[src/rtl/mc_pkg.sv]
// Shared encodings for the multicycle controller: FSM states, opcode/funct
// constants, datapath select encodings and the decoded instruction class.
package mc_pkg;

  typedef enum logic [2:0] {
    ST_IF   = 3'd0,
    ST_ID   = 3'd1,
    ST_EXE  = 3'd2,
    ST_MEM  = 3'd3,
    ST_WB   = 3'd4,
    ST_HALT = 3'd5
  } state_e;

  localparam logic [5:0] OP_RTYPE = 6'b000000;
  localparam logic [5:0] OP_ORI   = 6'b001101;
  localparam logic [5:0] OP_ADDIU = 6'b001001;
  localparam logic [5:0] OP_LUI   = 6'b001111;
  localparam logic [5:0] OP_LW    = 6'b100011;
  localparam logic [5:0] OP_SW    = 6'b101011;
  localparam logic [5:0] OP_BEQ   = 6'b000100;
  localparam logic [5:0] OP_J     = 6'b000010;
  localparam logic [5:0] OP_HALT  = 6'b111111;

  localparam logic [5:0] FN_ADDU  = 6'b100001;
  localparam logic [5:0] FN_SUBU  = 6'b100011;

  localparam logic [1:0] EXT_ZERO  = 2'b00;
  localparam logic [1:0] EXT_SIGN  = 2'b01;
  localparam logic [1:0] EXT_UPPER = 2'b10;

  localparam logic [2:0] ALU_ADD   = 3'b000;
  localparam logic [2:0] ALU_SUB   = 3'b001;
  localparam logic [2:0] ALU_OR    = 3'b010;
  localparam logic [2:0] ALU_PASSB = 3'b011;

  localparam logic [1:0] PC_PLUS4  = 2'b00;
  localparam logic [1:0] PC_BRANCH = 2'b01;
  localparam logic [1:0] PC_JUMP   = 2'b10;

  typedef enum logic [3:0] {
    CL_ADDU,
    CL_SUBU,
    CL_ORI,
    CL_ADDIU,
    CL_LUI,
    CL_LW,
    CL_SW,
    CL_BEQ,
    CL_J,
    CL_HALT,
    CL_ILLEGAL
  } iclass_e;

endpackage

[src/rtl/mc_decode.sv]
// Combinational instruction classifier: opcode/funct -> class plus illegal flag.
// lui is only recognised when MULTICYCLE_CTRL_LUI_EN is defined.
module mc_decode
  import mc_pkg::*;
(
  input  logic [5:0] opcode_i,
  input  logic [5:0] funct_i,
  output iclass_e    iclass_o,
  output logic       illegal_o
);

  always_comb begin
    iclass_o = CL_ILLEGAL;
    case (opcode_i)
      OP_RTYPE: begin
        case (funct_i)
          FN_ADDU: iclass_o = CL_ADDU;
          FN_SUBU: iclass_o = CL_SUBU;
          default: iclass_o = CL_ILLEGAL;
        endcase
      end
      OP_ORI:   iclass_o = CL_ORI;
      OP_ADDIU: iclass_o = CL_ADDIU;
`ifdef MULTICYCLE_CTRL_LUI_EN
      OP_LUI:   iclass_o = CL_LUI;
`endif
      OP_LW:    iclass_o = CL_LW;
      OP_SW:    iclass_o = CL_SW;
      OP_BEQ:   iclass_o = CL_BEQ;
      OP_J:     iclass_o = CL_J;
      OP_HALT:  iclass_o = CL_HALT;
      default:  iclass_o = CL_ILLEGAL;
    endcase
  end

  assign illegal_o = (iclass_o == CL_ILLEGAL);

endmodule

[src/rtl/multicycle_ctrl.sv]
// Multicycle datapath controller: IF/ID/EXE/MEM/WB/HALT state machine.
// Optional lui support is enabled by defining MULTICYCLE_CTRL_LUI_EN.
module multicycle_ctrl
  import mc_pkg::*;
(
  input  logic       clk,
  input  logic       rst_n,
  input  logic [5:0] opcode,
  input  logic [5:0] funct,
  input  logic       zero,
  input  logic       mem_ready,
  output logic       pc_we,
  output logic       ir_we,
  output logic       reg_we,
  output logic       reg_dst,
  output logic       mem_to_reg,
  output logic       mem_re,
  output logic       mem_we,
  output logic       alu_src_b,
  output logic [1:0] ext_op,
  output logic [2:0] alu_op,
  output logic [1:0] pc_src,
  output logic [2:0] state,
  output logic       halted,
  output logic       illegal
);

  state_e  state_q, state_d;
  iclass_e iclass;
  logic    dec_illegal;

  mc_decode u_decode (
    .opcode_i  (opcode),
    .funct_i   (funct),
    .iclass_o  (iclass),
    .illegal_o (dec_illegal)
  );

  always_ff @(posedge clk or negedge rst_n) begin
    if (!rst_n) state_q <= ST_IF;
    else        state_q <= state_d;
  end

  // Immediate/ALU selects follow the decoded class from ID through WB.
  always_comb begin
    ext_op    = EXT_ZERO;
    alu_op    = ALU_ADD;
    alu_src_b = 1'b0;
    if (state_q inside {ST_ID, ST_EXE, ST_MEM, ST_WB}) begin
      case (iclass)
        CL_ADDU:  alu_op = ALU_ADD;
        CL_SUBU:  alu_op = ALU_SUB;
        CL_ORI:   begin ext_op = EXT_ZERO; alu_op = ALU_OR;  alu_src_b = 1'b1; end
        CL_ADDIU: begin ext_op = EXT_SIGN; alu_op = ALU_ADD; alu_src_b = 1'b1; end
`ifdef MULTICYCLE_CTRL_LUI_EN
        CL_LUI:   begin ext_op = EXT_UPPER; alu_op = ALU_PASSB; alu_src_b = 1'b1; end
`endif
        CL_LW,
        CL_SW:    begin ext_op = EXT_SIGN; alu_op = ALU_ADD; alu_src_b = 1'b1; end
        CL_BEQ:   begin ext_op = EXT_SIGN; alu_op = ALU_SUB; end
        default:  ;
      endcase
    end
  end

  always_comb begin
    state_d    = state_q;
    pc_we      = 1'b0;
    ir_we      = 1'b0;
    reg_we     = 1'b0;
    reg_dst    = 1'b0;
    mem_to_reg = 1'b0;
    mem_re     = 1'b0;
    mem_we     = 1'b0;
    pc_src     = PC_PLUS4;
    illegal    = 1'b0;
    case (state_q)
      ST_IF: begin
        mem_re = 1'b1;
        // Reset parks the FSM in IF; keep the fetch strobes quiet while it is held.
        if (mem_ready && rst_n) begin
          ir_we   = 1'b1;
          pc_we   = 1'b1;
          state_d = ST_ID;
        end
      end
      ST_ID: begin
        if (dec_illegal) begin
          illegal = 1'b1;
          state_d = ST_HALT;
        end else if (iclass == CL_HALT) begin
          state_d = ST_HALT;
        end else if (iclass == CL_J) begin
          pc_we   = 1'b1;
          pc_src  = PC_JUMP;
          state_d = ST_IF;
        end else begin
          state_d = ST_EXE;
        end
      end
      ST_EXE: begin
        if (iclass == CL_BEQ) begin
          pc_we   = zero;
          pc_src  = PC_BRANCH;
          state_d = ST_IF;
        end else if (iclass inside {CL_LW, CL_SW}) begin
          state_d = ST_MEM;
        end else begin
          state_d = ST_WB;
        end
      end
      ST_MEM: begin
        mem_re = (iclass == CL_LW);
        mem_we = (iclass == CL_SW);
        if (mem_ready) state_d = (iclass == CL_LW) ? ST_WB : ST_IF;
      end
      ST_WB: begin
        reg_we     = 1'b1;
        reg_dst    = (iclass inside {CL_ADDU, CL_SUBU});
        mem_to_reg = (iclass == CL_LW);
        state_d    = ST_IF;
      end
      ST_HALT: state_d = ST_HALT;
      default: state_d = ST_IF;
    endcase
  end

  assign state  = state_q;
  assign halted = (state_q == ST_HALT);

endmodule

[config.mk]
export PLATFORM = sky130hd
export DESIGN_NAME = multicycle_ctrl
export DESIGN_NICKNAME = d
export VERILOG_FILES = /design/src/rtl/mc_pkg.sv /design/src/rtl/mc_decode.sv /design/src/rtl/multicycle_ctrl.sv
export SDC_FILE = /design/constraint.sdc
export NUM_CORES = 1
export LEC_CHECK = 0
export CORE_AREA = 5 5 50 52
export DETAILED_ROUTE_END_ITERATION = 10
export DIE_AREA = 0 0 55 57
export GPL_TIMING_DRIVEN = 0
export PLACE_DENSITY_LB_ADDON = 0.25
export SLEW_MARGIN = 20
export SYNTH_ARGS = -nofsm -noshare
export SYNTH_HDL_FRONTEND = slang
export SYNTH_HIERARCHICAL = 1
export SYNTH_SLANG_ARGS = --single-unit
[constraint.sdc]
create_clock -name clk -period 3.2 [get_ports clk]
set_clock_uncertainty 0.1 [all_clocks]
set_input_delay 0.8 -clock clk [delete_from_list [all_inputs] [get_ports clk]]
set_output_delay 0.8 -clock clk [all_outputs]
set_load 0.02 [all_outputs]
==> run_results.csv, run 1 <==
group,metric,value,unit
yosys,ys_sh_xor,3.91,%
die,fp_util,32.6,%
hold_path,min_to,"state[1]$_DFFE_PN0P_",
grt,grt_antenna_before_repair,0,
grt,grt_max_degree,11,
setup_path,r2r_end,"state[0]$_DFFE_PN0P_",
sta,worst_slack,-290,ps
cts,insertion_delay,240,ps
setup_path,rr_worst_depth,5,
status,violations,"setup timing",
pwr,finalPower,0.000527,W
setup_path,crit_arrival,2590,ps
final_layout,areaGrowthSynthToFinish,111,%
sta,drv_slew,0,
yosys,synth_flops,3,
pwr,power_density,372,nW/um^2
yosys,ys_sh_mux,0,%
yosys,top_cell,"nor2_1",
die,io_pins,36,
sta,setup_viol_count_final,11,
status,status,"complete, but fails checks",
die,fp.dieArea,3140,um^2
grt,grt_pass1_vias,1001,
sta,period_used_share,109,%
place,place_congestion,0.838,
cts,cts_buffers,3,
place,dp_cells,158,
routing,drt_iter0_drc,8,
place,pre_cts_ws,-1540,ps
setup_path,start_kind,"input pin",
setup_path,worst-path-buf-inv,3,
[run 1: area by class of cell]
type / instances / share of cell area, %
Timing Repair Buffer: 55 / 36.5
Sequential cell: 3 / 5.29
Clock buffer: 4 / 1.85
Inverter: 1 / 0.265
Tap cell: 28 / 2.47
Buffer: 9 / 5.73
Multi-Input combinational cell: 85 / 47.9
[run 1: layout by cell type, fill, tap and decap left out, drive strengths merged, types with 5 or more instances in the layout]
cell type / instances
nand3: 5
nor2: 12
buf: 47
dlygate4sd2: 6
o21ai: 6
clkdlybuf4s50: 9
clkbuf: 6
a21oi: 6
nor3b: 5
nand2: 8
[run 1: power breakdown]
part / leakage, nW / switching [W] / internal, W
clock network: 0.0150 / 0.0000222 / 0.0000469
registers: 0.0395 / 0.00000851 / 0.0000517
logic: 0.573 / 0.000218 / 0.000180
total: 0.628 / 0.000249 / 0.000278
[run 1: worst max path at each step]
| stage | startpoint | to | slack, ps |
|---|---|---|---|
| after floorplan | opcode[3] | pc_we | -220 |
| after global placement | opcode[1] | mem_re | -1560 |
| after detailed placement | opcode[1] | mem_re | -1540 |
| after CTS | opcode[5] | mem_re | -270 |
| after global routing | opcode[5] | pc_we | -390 |
| final | opcode[5] | pc_we | -290 |
[run 1: per-layer routing]
metal | vias to the layer above | wire length, um | global-route usage [%]
met3 | 2 | 124 | 3.13
met4 | 0 | 16 | 5.21
li1 | 475 | - | -
met2 | 28 | 1440 | 33.6
met1 | 452 | 955 | 18.5
met5 | - | 0 | 0
[run 1: timing repair]
action                                 4_1_cts  5_1_grt
setup buffers                               22        5
endpoints found under the hold margin        0        0
pin swaps                                   19       11
gates resized                              120        9
setup endpoints to repair                   15       14
hold buffers                                 0        0
cloned                                       0        0
run_1/wires.png
Bar = 20 um. Two of the layers only.
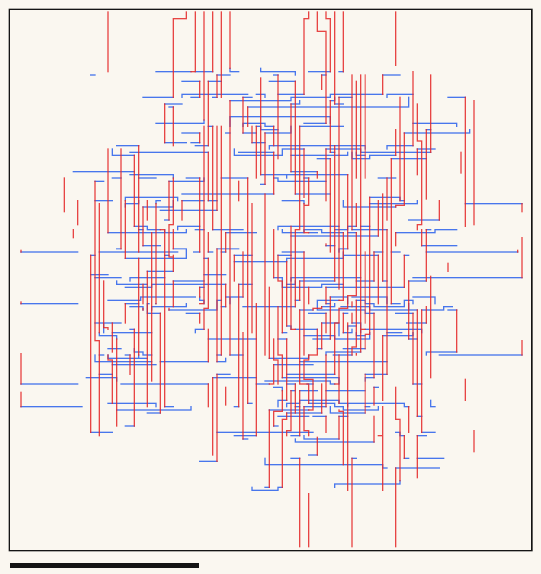
layer	colour	wire length
metal 1	blue	956 um
metal 2	red	1,440 um
drt total wl: 2.54 mm
WL/cell: 13.7 um
GRT Overall Usage: 17.6%
DR vias: 957

run_1/placement_by_type.png
Bar = 20 um.
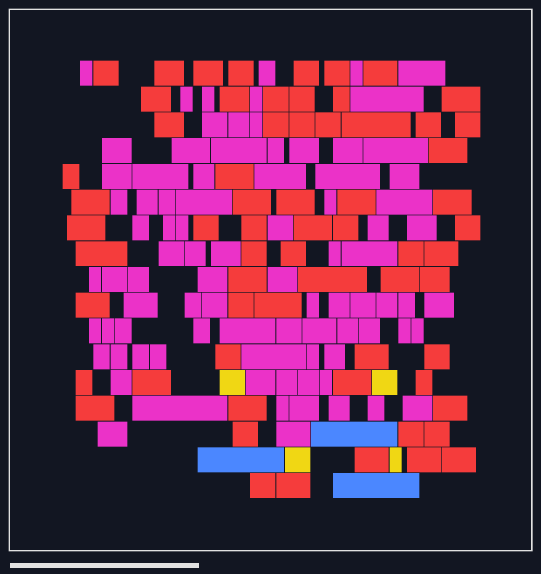
class	colour	cells
remaining buffers and delay cells	red	64
clock drivers and dummy loads	yellow	4
sequential cells	blue	3
combinational and other logic	magenta	86
sequential share of cell area: 5.29%
core area: 2060 um^2
Final Util: 68.8%

run_1/power_grid.png
Bar = 20 um. Pins as bars on the die edge. Tap cells in grey.
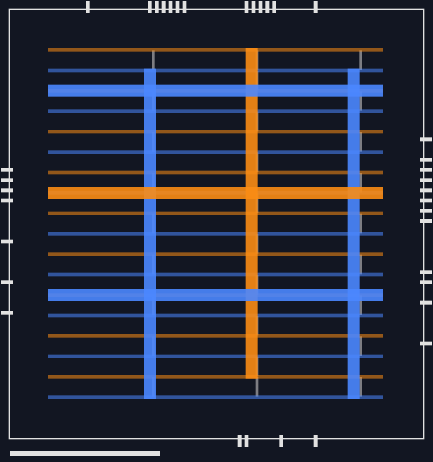
net	colour
VDD	orange
VSS	blue
met5 straps	3
met1 rails	18
rows	17
Die Height: 57 um
Worst VDD drop: 0.000318 V

==> run 2: changes to the inputs <==
--- a/config.mk
+++ b/config.mk
@@ -15,3 +15,4 @@
 export SYNTH_HDL_FRONTEND = slang
 export SYNTH_HIERARCHICAL = 1
 export SYNTH_SLANG_ARGS = --single-unit
+export TNS_END_PERCENT = 30
run_2/placement_by_type.png
Bar = 20 um.
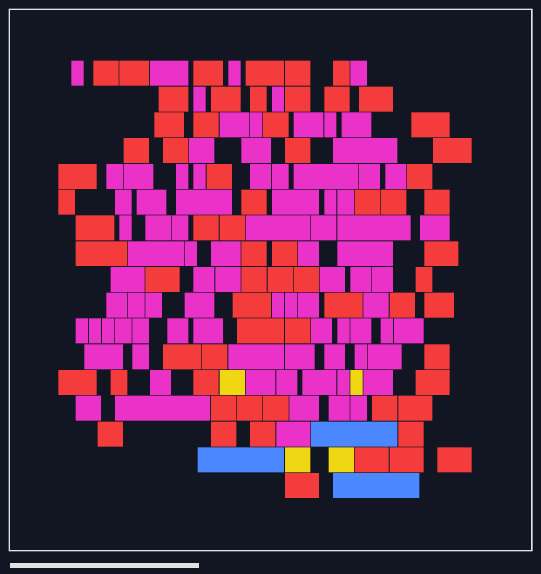
class	colour	cells
clock drivers and dummy loads	yellow	4
sequential cells	blue	3
combinational and other logic	magenta	86
remaining buffers and delay cells	red	66
sequential share of cell area: 5.51%
Final Util: 66.0%

==> run_results.csv, run 2 <==
group,metric,value,unit
hold_path,min_to,"state[1]$_DFFE_PN0P_",
status,status,"complete, but fails checks",
final_layout,lay_top_count,"buf_4",
pwr,power_density,376,nW/um^2
sta,drv_slew,0,
cts,insertion_delay,230,ps
pwr,power.group.top,"combinational logic",
yosys,ys_sh_xor,3.91,%
pwr,p_clk,0.0000666,W
final_layout,final_cell_mix,"buf_4, nor2_1, buf_6, clkdlybuf4s50_1",
sta,period_used_share,109,%
setup_path,crit_arrival,2600,ps
sta,worst_slack,-298,ps
yosys,top_cell,"nor2_1",
die,io_pins,36,
status,violations,"setup timing",
sta,setup_viol_count_final,11,
routing,via_count,972,
setup_path,start_kind,"input pin",
grt,grt_max_degree,11,
die,core_area,2060,um^2
pwr,internal_power,0.000275,W
run_2/power_grid.png
Bar = 20 um. Pins as bars on the die edge. Tap cells in grey.
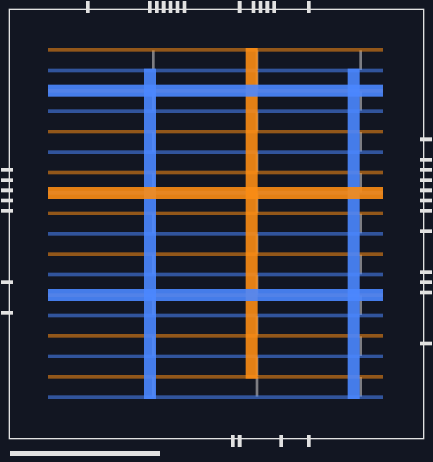
net	colour
VSS	blue
VDD	orange
met1 rails	18
rows	17
signal pins	36
tap cells	28
Worst VDD drop: 0.000302 V
die width: 55 um

[run 2: cell counts after synthesis]
No cell type changed its count.
[run 2: final cells by class]
class	count	area (um^2)	share of cell area [%]
Buffer	9	81.3	5.97
Multi-Input combinational cell	85	662	48.6
Clock buffer	4	26.3	1.93
Timing Repair Buffer	57	479	35.2
Sequential cell	3	75.1	5.51
Inverter	1	3.75	0.275
Tap cell	28	35.0	2.57
[run 2: cell families (layout without fill, tap and decap cells)]
logic type	after synthesis	count (layout)
xor+xnor	3	3
other cells	1	2
flops	3	3
buf+inv	10	71
simple gates	54	54
compound gates	26	26
[run 2: metal layers]
layer | vias to the layer above | part of all wire (%) | global-route usage (%)
li1 | 478 | - | -
met1 | 455 | 39 | 18.9
met2 | 35 | 54 | 32.3
met3 | 4 | 6.1 | 1.57
met4 | 0 | 1.3 | 4.17
met5 | - | 0 | 0
[run 2: what timing repair did]
item / CTS / global route
hold buffers: 0 / 0
pin swaps: 22 / 8
setup endpoints to repair: 15 / 14
buffers inserted: 30 / 3
gates resized: 107 / 9
gates cloned: 0 / 0
[run 2: critical path, stage by stage]
cell	delay, ps
dlygate4sd2_1	230
nor2_1	90
and4b_2	280
nor2b_1	150
o211ai_1	150
buf_4	200
nor3b_4	200
nand2_2	80
nor3_4	160
a211o_1	140
buf_6	120
[run 2: worst max-delay path by stage]
stage	from	to	slack (ps)	cells past startpoint
after floorplan	opcode[3]	pc_we	-220	8
after global placement	opcode[1]	mem_re	-1560	10
after detailed placement	opcode[1]	mem_re	-1570	10
after CTS	opcode[5]	mem_re	-270	11
after global routing	funct[2]	mem_re	-460	11
final	funct[2]	pc_we	-300	11
No activity file was given, so power comes from the tool's default toggle rates.
